### Gate-type map

Drawn at 8 px/um.
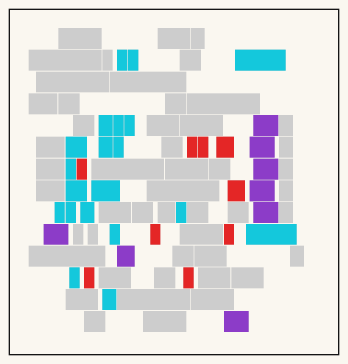
### I/O nets highlighted

Drawn at 12 px/um.
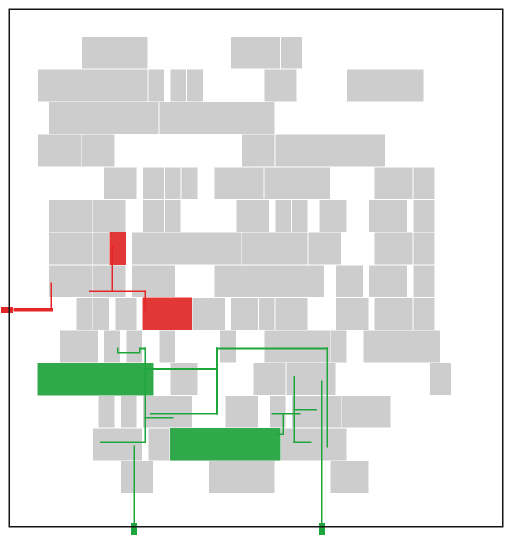
### Wire density map

Drawn at 8 px/um. 8 x 9 tiles, from white (low) to dark blue (high), scaled to the fullest tile. Values are wire area over tile area, all layers added.
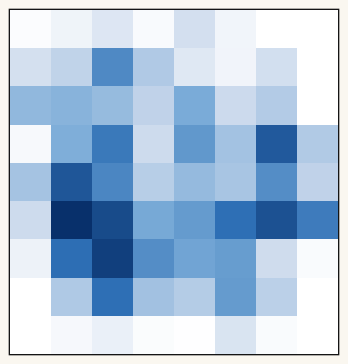
### Clock network drawn from the DEF

Drawn at 12 px/um.
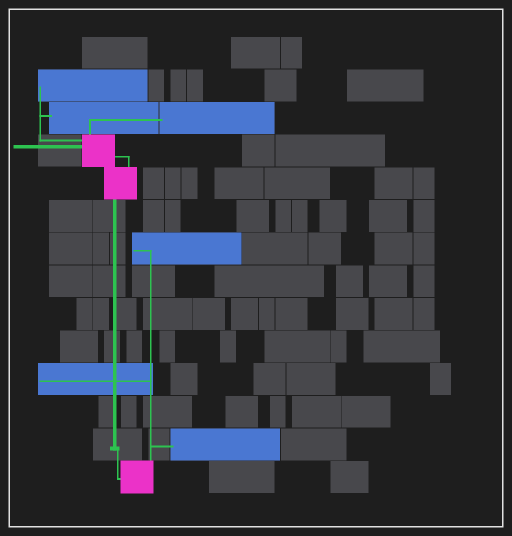
File: config.mk
export PLATFORM = sky130hd
export DESIGN_NAME = turn_sequencer_flat
export DESIGN_NICKNAME = d
export VERILOG_FILES = /design/src/rtl/turn_sequencer_if.sv /design/src/rtl/turn_sequencer.sv /design/src/flat_wrapper.sv
export SDC_FILE = /design/constraint.sdc
export NUM_CORES = 1
export LEC_CHECK = 0
export ABC_AREA = 1
export CORE_AREA = 2 2 39 41
export CTS_CLUSTER_DIAMETER = 200
export CTS_CLUSTER_SIZE = 25
export DETAILED_ROUTE_END_ITERATION = 7
export DIE_AREA = 0 0 41 43
export HOLD_SLACK_MARGIN = 0.1
export PLACE_DENSITY = 0.71
export SETUP_SLACK_MARGIN = 0.4
export SLEW_MARGIN = 10
export SYNTH_ARGS = -nofsm -noshare
export SYNTH_HDL_FRONTEND = slang
export SYNTH_SLANG_ARGS = --single-unit
export TNS_END_PERCENT = 1
File: constraint.sdc
create_clock -name clock -period 1.3 [get_ports clock]
set_input_delay 0.26 -clock clock [delete_from_list [all_inputs] [get_ports clock]]
set_output_delay 0.26 -clock clock [all_outputs]
set_load 0.01 [all_outputs]
File: src/rtl/turn_sequencer_if.sv
// turn_sequencer_if: turn/hazard request inputs plus lamp and status outputs of turn_sequencer
interface turn_sequencer_if #(
    parameter int LEDS = 3,
    parameter int SW = $clog2(LEDS + 1)
);
    logic            left_req;
    logic            right_req;
    logic            hazard_req;
    logic [LEDS-1:0] left_leds;
    logic [LEDS-1:0] right_leds;
    logic [1:0]      mode;
    logic [SW-1:0]   step;
    modport master (
        output left_req, right_req, hazard_req,
        input  left_leds, right_leds, mode, step
    );
    modport slave (
        input  left_req, right_req, hazard_req,
        output left_leds, right_leds, mode, step
    );
endinterface

File: src/rtl/turn_sequencer.sv
// turn_sequencer: turn-signal / hazard lamp sequencer stepped by a TICK_DIV prescaler
module turn_sequencer #(
    parameter int LEDS = 3,
    parameter int TICK_DIV = 4,
    parameter int SW = $clog2(LEDS + 1)
) (
    input logic             clock,
    input logic             reset_n,
    turn_sequencer_if.slave bus
);
    localparam logic [1:0] IDLE = 2'd0, LEFT = 2'd1, RIGHT = 2'd2, HAZARD = 2'd3;
    localparam int PW = TICK_DIV > 1 ? $clog2(TICK_DIV) : 1;
    logic [PW-1:0]   pre_q, pre_d;
    logic [1:0]      mode_q, mode_d, req;
    logic [SW-1:0]   step_q, step_d;
    logic [LEDS-1:0] therm, flash;
    logic            tick;
    always_comb begin
        tick = pre_q == PW'(TICK_DIV - 1);
        pre_d = tick ? '0 : pre_q + 1'b1;
        req = (bus.hazard_req || (bus.left_req && bus.right_req)) ? HAZARD :
              bus.left_req ? LEFT : bus.right_req ? RIGHT : IDLE;
        mode_d = mode_q;
        step_d = step_q;
        if (tick) begin
            case (mode_q)
                IDLE: begin
                    mode_d = req;
                    step_d = '0;
                end
                HAZARD: begin
                    mode_d = step_q == '0 ? HAZARD : req;
                    step_d = step_q == '0 ? SW'(1) : '0;
                end
                // LEFT/RIGHT: hazard preempts at once, otherwise the request is only re-read at the end
                default: begin
                    if (req == HAZARD || step_q == SW'(LEDS)) begin
                        mode_d = req;
                        step_d = '0;
                    end else begin
                        step_d = step_q + 1'b1;
                    end
                end
            endcase
        end
    end
    always_ff @(posedge clock or negedge reset_n) begin
        if (!reset_n) begin
            pre_q <= '0;
            mode_q <= IDLE;
            step_q <= '0;
        end else begin
            pre_q <= pre_d;
            mode_q <= mode_d;
            step_q <= step_d;
        end
    end
    always_comb begin
        therm = ~({LEDS{1'b1}} << step_q);
        flash = {LEDS{mode_q == HAZARD && step_q == SW'(1)}};
    end
    assign bus.left_leds = mode_q == LEFT ? therm : flash;
    assign bus.right_leds = mode_q == RIGHT ? therm : flash;
    assign bus.mode = mode_q;
    assign bus.step = step_q;
endmodule

File: src/flat_wrapper.sv
// flat-port wrapper written by rule: the top's interface ports become plain ports
module turn_sequencer_flat 
#(
    parameter int LEDS = 3,
    parameter int TICK_DIV = 4,
    parameter int SW = $clog2(LEDS + 1)
)
  (clock, reset_n, bus_left_req, bus_right_req, bus_hazard_req, bus_left_leds, bus_right_leds, bus_mode, bus_step);
  turn_sequencer_if #(.LEDS(LEDS), .SW(SW)) bus_i ();
  input logic clock;
  input logic reset_n;
  input wire logic [$bits(bus_i.left_req)-1:0] bus_left_req;
  input wire logic [$bits(bus_i.right_req)-1:0] bus_right_req;
  input wire logic [$bits(bus_i.hazard_req)-1:0] bus_hazard_req;
  output wire logic [$bits(bus_i.left_leds)-1:0] bus_left_leds;
  output wire logic [$bits(bus_i.right_leds)-1:0] bus_right_leds;
  output wire logic [$bits(bus_i.mode)-1:0] bus_mode;
  output wire logic [$bits(bus_i.step)-1:0] bus_step;
  assign bus_i.left_req = bus_left_req;
  assign bus_i.right_req = bus_right_req;
  assign bus_i.hazard_req = bus_hazard_req;
  assign bus_left_leds = bus_i.left_leds;
  assign bus_right_leds = bus_i.right_leds;
  assign bus_mode = bus_i.mode;
  assign bus_step = bus_i.step;
  turn_sequencer #(.LEDS(LEDS), .TICK_DIV(TICK_DIV), .SW(SW)) u_core (.clock(clock), .reset_n(reset_n), .bus(bus_i));
endmodule
==> flow_summary.ini <==
; implementation run metrics
[run_status]
status = finished with violations
violations = negative setup slack

[layout]
final_util_pct = 58.8
drive_gt1_share_pct = 61.6
design_area_um2 = 813
ff_latch_area_um2 = 153

[final_timing]
layout_setup_ws_ns = -0.237
max_freq_mhz = 650
hold_viol_final = 0
max_slew_margin_pct = 81.1
slew_viol_final = 0
setup_viol = 6

[synth]
flop_cell = dfrtp_1
yosys_area_um2 = 465
simple_gate_area_share_pct = 26.9
topCellsByArea = dfrtp_1 32%, ha_1 22%, nand2_1 8.9%
synth_area_per_cell_um2 = 8.17
synthMuxAreaShare_pct = 0
synthArstFlopShare_pct = 100
ys_types = 14

[route]
drc = 0
drtPass1Iterations = 1
dr_wl_met2_um = 587
met3_length_um = 46

[critical_path]
required_ns = 1.04
crit_path_max_incr_delay_ns = 0.41
worstSetupPathType = register to output pin

[global_route]
busiest_layer = met2
grt_max_degree = 10
antenna_found_initial = 0

[power_and_ir_drop]
power_density_mw_per_mm2 = 2010
p_sw_mw = 0.691
switching_share_pct = 42.2
p_comb_mw = 1.16

[die]
die_w_um = 41
dieArea_mm2 = 0.00176

[clock_tree]
cts_setup_buffers = 2
numCtsBuffers = 3
cts_tree = built

[place]
placed_area_um2 = 739
place.gp.congestion = 0.706

[job]
warnings = 34
## Picture notes: 'Gate-type map'
Key: red = inverters [cells 9, most used inv_1]; cyan = NAND gates [cells 20, most used nand2_1]; purple = inverting AOI/OAI gates [cells 8, most used o21ai_2]
Top cell excl fill/tap: nand2_1
Final Non-Filler Cells: 102
combinational fraction of the cell area: 44.0%

## Picture notes: 'I/O nets highlighted'
Key: red = bus_hazard_req [direction input, edge left, end cells 2, buffers 1, wire 15.4 um]; green = bus_step [direction output, edge bottom, end cells 2, buffers 4, wire 82.2 um]
# port buffers: 14
I/O pin count: 15

## Picture notes: 'Wire density map'
The fullest tile reaches 0.28. The emptiest ninth of the die: top right. 14% of the tiles are nearly empty.
GR Util All Layers: 14.2%
Total Wirelength: 1050 um
Routed wire per std cell: 10.3 um
total number of vias: 474

## Picture notes: 'Clock network drawn from the DEF'
Key: blue = flip-flops [count 6]; magenta = cells driving clock nets [count 3]; green = clock wires [length 91.7 um]
There are 4 routed clock nets.
clock share of power: 10.6%
clock group power: 0.174 mW
clk_skew: 0.00543 ns
Insertion Delay late pin: 0.25 ns

cell families (layout without fill, tap and decap cells):
family,Yosys count,in the layout
adders and majority gates,8,8
AOI/OAI and AO/OA,8,8
buffers and inverters,10,39
and+or+nand+nor,25,25
DFF,6,6
cell type report:
class	count	share of cell area (%)
Multi-Input combinational cell	41	44.0
Timing Repair Buffer	27	27.2
Sequential cell	6	18.8
Inverter	9	4.77
Clock buffer	3	2.77
Tap cell	16	2.46
how the worst max path moves through the flow:
stage                                        start           endpoint  slack [ns]  depth (start not counted)
CTS                 u_core.bus.mode[1]$_DFFE_PN0P_   bus_left_leds[2]       -0.29                          6
floorplan           u_core.bus.mode[0]$_DFFE_PN0P_  bus_right_leds[0]        0.05                          5
global route        u_core.bus.mode[1]$_DFFE_PN0P_   bus_left_leds[2]       -0.30                          6
global placement    u_core.bus.mode[0]$_DFFE_PN0P_  bus_right_leds[2]       -0.41                          6
detailed placement  u_core.bus.mode[0]$_DFFE_PN0P_  bus_right_leds[0]       -0.43                          6
finish              u_core.bus.mode[1]$_DFFE_PN0P_   bus_left_leds[2]       -0.24                          6
critical path, delay by kind of cell (launching register included):
kind | cells | cell delay [ns]
flip-flops | 1 | 0.41
buffers and inverters | 4 | 0.38
adder cells (fa/ha/maj) | 1 | 0.13
AND-OR/OR-AND | 1 | 0.10
stage by stage:
step	total power, mW	setup WS (ns)	setup TNS (ns)	hold slack (ns)	cells
after global routing	1.77	-0.301	-2.00	0.285	102
after global placement	1.35	-0.409	-2.38	0.415	97
final	1.64	-0.237	-1.34	0.256	102
after CTS	1.60	-0.287	-1.75	0.266	102
after detailed placement	1.36	-0.427	-2.56	0.419	97
after floorplan	0.829	0.0535	0	-0.0356	57
Power figures rest on the tool's default switching activity, not on a simulated workload.
